<file path="config.mk">
export PLATFORM = sky130hd
export DESIGN_NAME = run_controller
export DESIGN_NICKNAME = d
export VERILOG_FILES = /design/src/rtl/run_controller.sv
export SDC_FILE = /design/constraint.sdc
export NUM_CORES = 1
export LEC_CHECK = 0
export CORE_MARGIN = 5
export CORE_UTILIZATION = 40
export CTS_BUF_LIST = sky130_fd_sc_hd__clkbuf_16
export CTS_CLUSTER_SIZE = 16
export DETAILED_ROUTE_END_ITERATION = 10
export DONT_BUFFER_PORTS = 1
export RECOVER_POWER = 100
export REMOVE_ABC_BUFFERS = 1
export SYNTH_ARGS = -nofsm -noshare
export SYNTH_HDL_FRONTEND = slang
export SYNTH_SLANG_ARGS = --single-unit
</file>
<file path="constraint.sdc">
create_clock -name clk_i -period 2.5 [get_ports clk_i]
set_clock_uncertainty 0.1 [all_clocks]
set_input_delay 0.5 -clock clk_i [delete_from_list [all_inputs] [get_ports clk_i]]
set_output_delay 0.5 -clock clk_i [all_outputs]
set_load 0.05 [all_outputs]
</file>
<file path="src/rtl/run_controller.sv">
// Run-control sequencer for the single-cycle core: gates instruction commit
// (PC load and register write-back) and tracks why and when execution stopped.
`timescale 1ns/1ps
module run_controller #(
    parameter int XLEN  = 32,
    parameter int CNT_W = 32
) (
    input  logic             clk_i,
    input  logic             rst_i,
    input  logic             start_i,
    input  logic             step_i,
    input  logic             halt_i,
    input  logic             bp_en_i,
    input  logic [XLEN-1:0]  bp_addr_i,
    input  logic [XLEN-1:0]  pc_i,
    input  logic [XLEN-1:0]  instr_i,
    input  logic [CNT_W-1:0] budget_i,
    output logic             pc_en_o,
    output logic [1:0]       state_o,
    output logic             halted_o,
    output logic [2:0]       halt_cause_o,
    output logic [CNT_W-1:0] retired_o
);

    localparam logic [XLEN-1:0] EBREAK_WORD = XLEN'(32'h0010_0073);

    typedef enum logic [1:0] {
        IDLE   = 2'd0,
        RUN    = 2'd1,
        STEP   = 2'd2,
        HALTED = 2'd3
    } state_t;

    typedef enum logic [2:0] {
        CAUSE_NONE      = 3'd0,
        CAUSE_HALT_REQ  = 3'd1,
        CAUSE_BREAKPT   = 3'd2,
        CAUSE_EBREAK    = 3'd3,
        CAUSE_NULL      = 3'd4,
        CAUSE_BUDGET    = 3'd5,
        CAUSE_STEP_DONE = 3'd6
    } cause_t;

    state_t           state_q, state_d;
    cause_t           cause_q, cause_d;
    logic [CNT_W-1:0] retired_q, retired_d;
    logic [CNT_W-1:0] retired_inc;
    logic             skip_q, skip_d;
    logic             active;
    cause_t           stop_cause;

    assign active      = (state_q == RUN) || (state_q == STEP);
    assign retired_inc = (&retired_q) ? retired_q : retired_q + CNT_W'(1);

    // Highest-priority stop reason for the instruction presented this cycle.
    always_comb begin
        stop_cause = CAUSE_NONE;
        if (active) begin
            if ((budget_i != '0) && (retired_q == budget_i))
                stop_cause = CAUSE_BUDGET;
            else if (halt_i)
                stop_cause = CAUSE_HALT_REQ;
            else if (instr_i == EBREAK_WORD)
                stop_cause = CAUSE_EBREAK;
            else if (instr_i == '0)
                stop_cause = CAUSE_NULL;
            else if (bp_en_i && (pc_i == bp_addr_i) && !skip_q)
                stop_cause = CAUSE_BREAKPT;
        end
    end

    assign pc_en_o = active && (stop_cause == CAUSE_NONE) && !rst_i;

    always_comb begin
        state_d   = state_q;
        cause_d   = cause_q;
        retired_d = retired_q;
        skip_d    = skip_q;
        case (state_q)
            IDLE: begin
                skip_d  = 1'b0;
                cause_d = CAUSE_NONE;
                if (start_i) begin
                    state_d   = RUN;
                    retired_d = '0;
                end else if (step_i) begin
                    state_d   = STEP;
                    retired_d = '0;
                end
            end
            RUN: begin
                skip_d = 1'b0;
                if (stop_cause != CAUSE_NONE) begin
                    state_d = HALTED;
                    cause_d = stop_cause;
                end else begin
                    retired_d = retired_inc;
                end
            end
            STEP: begin
                skip_d  = 1'b0;
                state_d = HALTED;
                if (stop_cause != CAUSE_NONE) begin
                    cause_d = stop_cause;
                end else begin
                    cause_d   = CAUSE_STEP_DONE;
                    retired_d = retired_inc;
                end
            end
            HALTED: begin
                // Resuming must not re-trigger the breakpoint we are parked on.
                if (start_i) begin
                    state_d = RUN;
                    skip_d  = 1'b1;
                    cause_d = CAUSE_NONE;
                end else if (step_i) begin
                    state_d = STEP;
                    skip_d  = 1'b1;
                    cause_d = CAUSE_NONE;
                end
            end
            default: state_d = IDLE;
        endcase
    end

    always_ff @(posedge clk_i) begin
        if (rst_i) begin
            state_q   <= IDLE;
            cause_q   <= CAUSE_NONE;
            retired_q <= '0;
            skip_q    <= 1'b0;
        end else begin
            state_q   <= state_d;
            cause_q   <= cause_d;
            retired_q <= retired_d;
            skip_q    <= skip_d;
        end
    end

    assign state_o      = state_q;
    assign halted_o     = (state_q == HALTED);
    assign halt_cause_o = cause_q;
    assign retired_o    = retired_q;

endmodule

</file>
==> deck_impl_summary.md <==
Physical Implementation Snapshot

Status
  – Status: finished with violations
  – Failing checks: setup timing

Floorplan
  – IO Pins: 173
  – # rows: 32
  – Chip area: 9530 µm²
  – Die Y: 97.6 µm

Min path
  – Hold Path Origin: rst_i
  – Worst min path class: in2reg
  – Hold endpoint: retired_o[1]
  – WHS Path Cells: 1

Critical path
  – WP data arrival: 1.98 ns
  – CP startpoint kind: register
  – CP required: 1.90 ns
  – CP most frequent cell: buf_12
  – WP buf/inv: 3
  – Largest fanout on the critical path: 5
  – Crit-path slowest cell: nor4_2
  – Levels on crit path: 8
  – Worst reg2reg endpoint: retired_o[23]
  – CP Capture Type: output pin
  – R2R Path Start: retired_o[1]

Global routing
  – First-pass GRT wire length: 16,500 µm
  – GR Overflow Total: 0
  – Vias in the first global route: 3,242
  – Met2 Track Usage GR: 0.346

Final timing
  – Final Max Tran Viols: 0
  – Period utilization: 1.03
  – Worst slew margin: 0.480
  – Worst setup margin: -0.0785 ns
  – Setup TNS: -0.0816 ns
  – RSZ-0062 raised after global routing: true
  – Worst slew pin tran: 0.779 ns
  – Clock period minus worst slack: 2.58 ns
  – Setup Viol. Count Final: 2

Layout
  – Non-filler cells, final: 559
  – Area grow syn2layout: 33.7%
  – Logic area: 2290 µm²
  – Fillers: 725
  – Comb_multi_in: 325

Synthesis
  – Post-synth EDFFs: 0
  – Top cells by count, synth: xnor2_1 (61), dfxtp_1 (38), o21ai_0 (32), nor2_1 (25), nand2_1 (23)
  – Synth Flop Type: dfxtp_1
  – Syn Area/Cell: 7.98 µm²
  – Mapped Cells: 385
  – Yosys warning tally: 0
  – Cell taking the most area after synthesis: dfxtp_1
  – Mapped cell area: 3070 µm²

Place
  – IO Port Bufs: 0
  – Routability Congestion: 1.04

Clock network
  – Post-CTS sizing: 16
  – CTS tree: built
  – Num CTS Buffers: 5
  – Cts hold-fix bufs: 0
  – H-Tree Depth: 2
  – Max Buffers Root-to-Sink: 2
  – Post-CTS setup buffers: 1

Power
  – Static Leak: 1.42 nW
  – Maximum vdd drop: 0.000578 V
  – Seq pwr share: 0.233
  – Pwr Total: 2.89 mW
  – Combinational power share: 0.483
  – Net Sw Frac: 0.366
  – Switch Pwr: 1.06 mW

Routing
  – Post-route antenna net violation count: 0
  – DR WL met3: 1020 µm
  – DRC errors left: 0
  – WL met1: 4620 µm
  – Vias per cell: 6.00
  – First DRT Iteration DRCs: 200

Job
  – Max-cap viol count: 0
## power groups by stage
stage	sequential, mW	clock [mW]	combinational, mW
6_report	0.674	0.821	1.40
5_1_grt	0.676	0.860	1.49
4_1_cts	0.672	0.836	1.18
3_5_place_dp	0.682	0	1.16
3_3_place_gp	0.682	0	1.14
2_1_floorplan	0.778	0	0.660
## kinds of logic (layout without fill, tap and decap cells)
logic type                 count (synthesis)  after routing  share of synthesized area
buffers and inverters                     22             94                     0.0379
DFF                                       38             38                      0.248
adders and majority gates                  5              5                     0.0204
xor gates and xnor gates                  64             64                      0.183
muxes                                      2              2                    0.00693
AOI/OAI and AO/OA                         93             93                      0.205
and+or+nand+nor                          161            161                      0.299
## sequential cells by signal (all words and copies together) (netlist names)
register      count
retired_o        32
halt_cause_o      3
state_o           2
skip_q            1
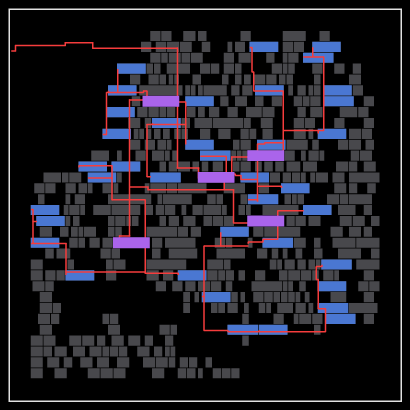
(routed clock nets over the placement)
Drawn at 4 px/µm.
- blue: flip-flops (count 38)
- red: clock wires (length 585 µm)
- purple: clock drivers (count 5)
- routed clock nets: 6
Clock power frac: 0.284
worst-skew pair later-pin latency: 0.28 ns
Clock net power: 821 µW

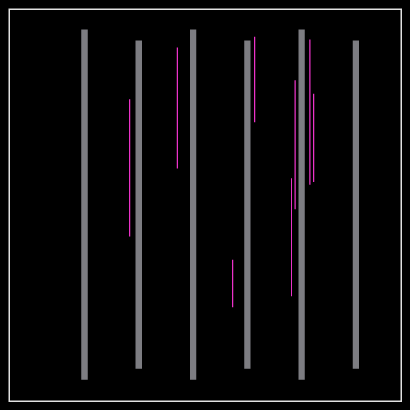
(met4 routing)
Drawn at 4 px/µm. Supply wires on this layer in gray.
- share of all routed wire: 2.0%
- nets with wire on the layer: 8
vias: 3,355
final wirelength: 11,000 µm

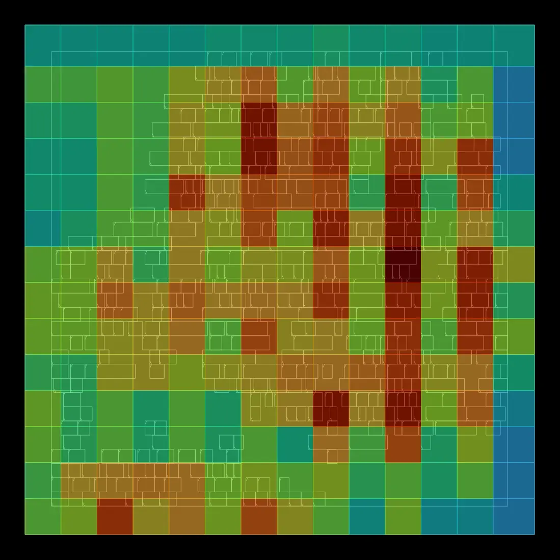
(track usage over the die)
GR Util met1: 0.274
GR Util All Layers: 0.212
grt met3 use: 0.0589
average wire per standard cell: 19.7 µm
GR peak layer: met2

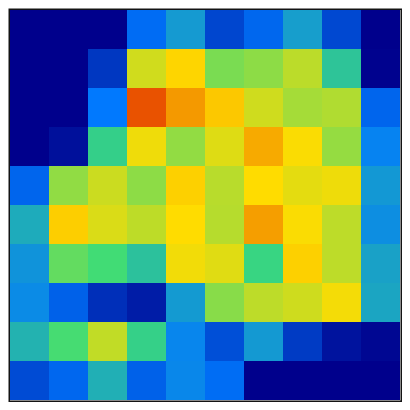
(placement density heat map)
Drawn at 4 px/µm. The die is cut into 10 by 10 equal tiles; dark blue is low, red is high, 0 to 100% covered.
- nearly empty tiles: 15%
- emptiest ninth of the die: top left
- tiles over 75% full: 10%
- fullest tile: 91%
Finished Core Util: 0.540
Placeable Area: 7610 µm²

Power figures rest on the tool's default switching activity, not on a simulated workload.
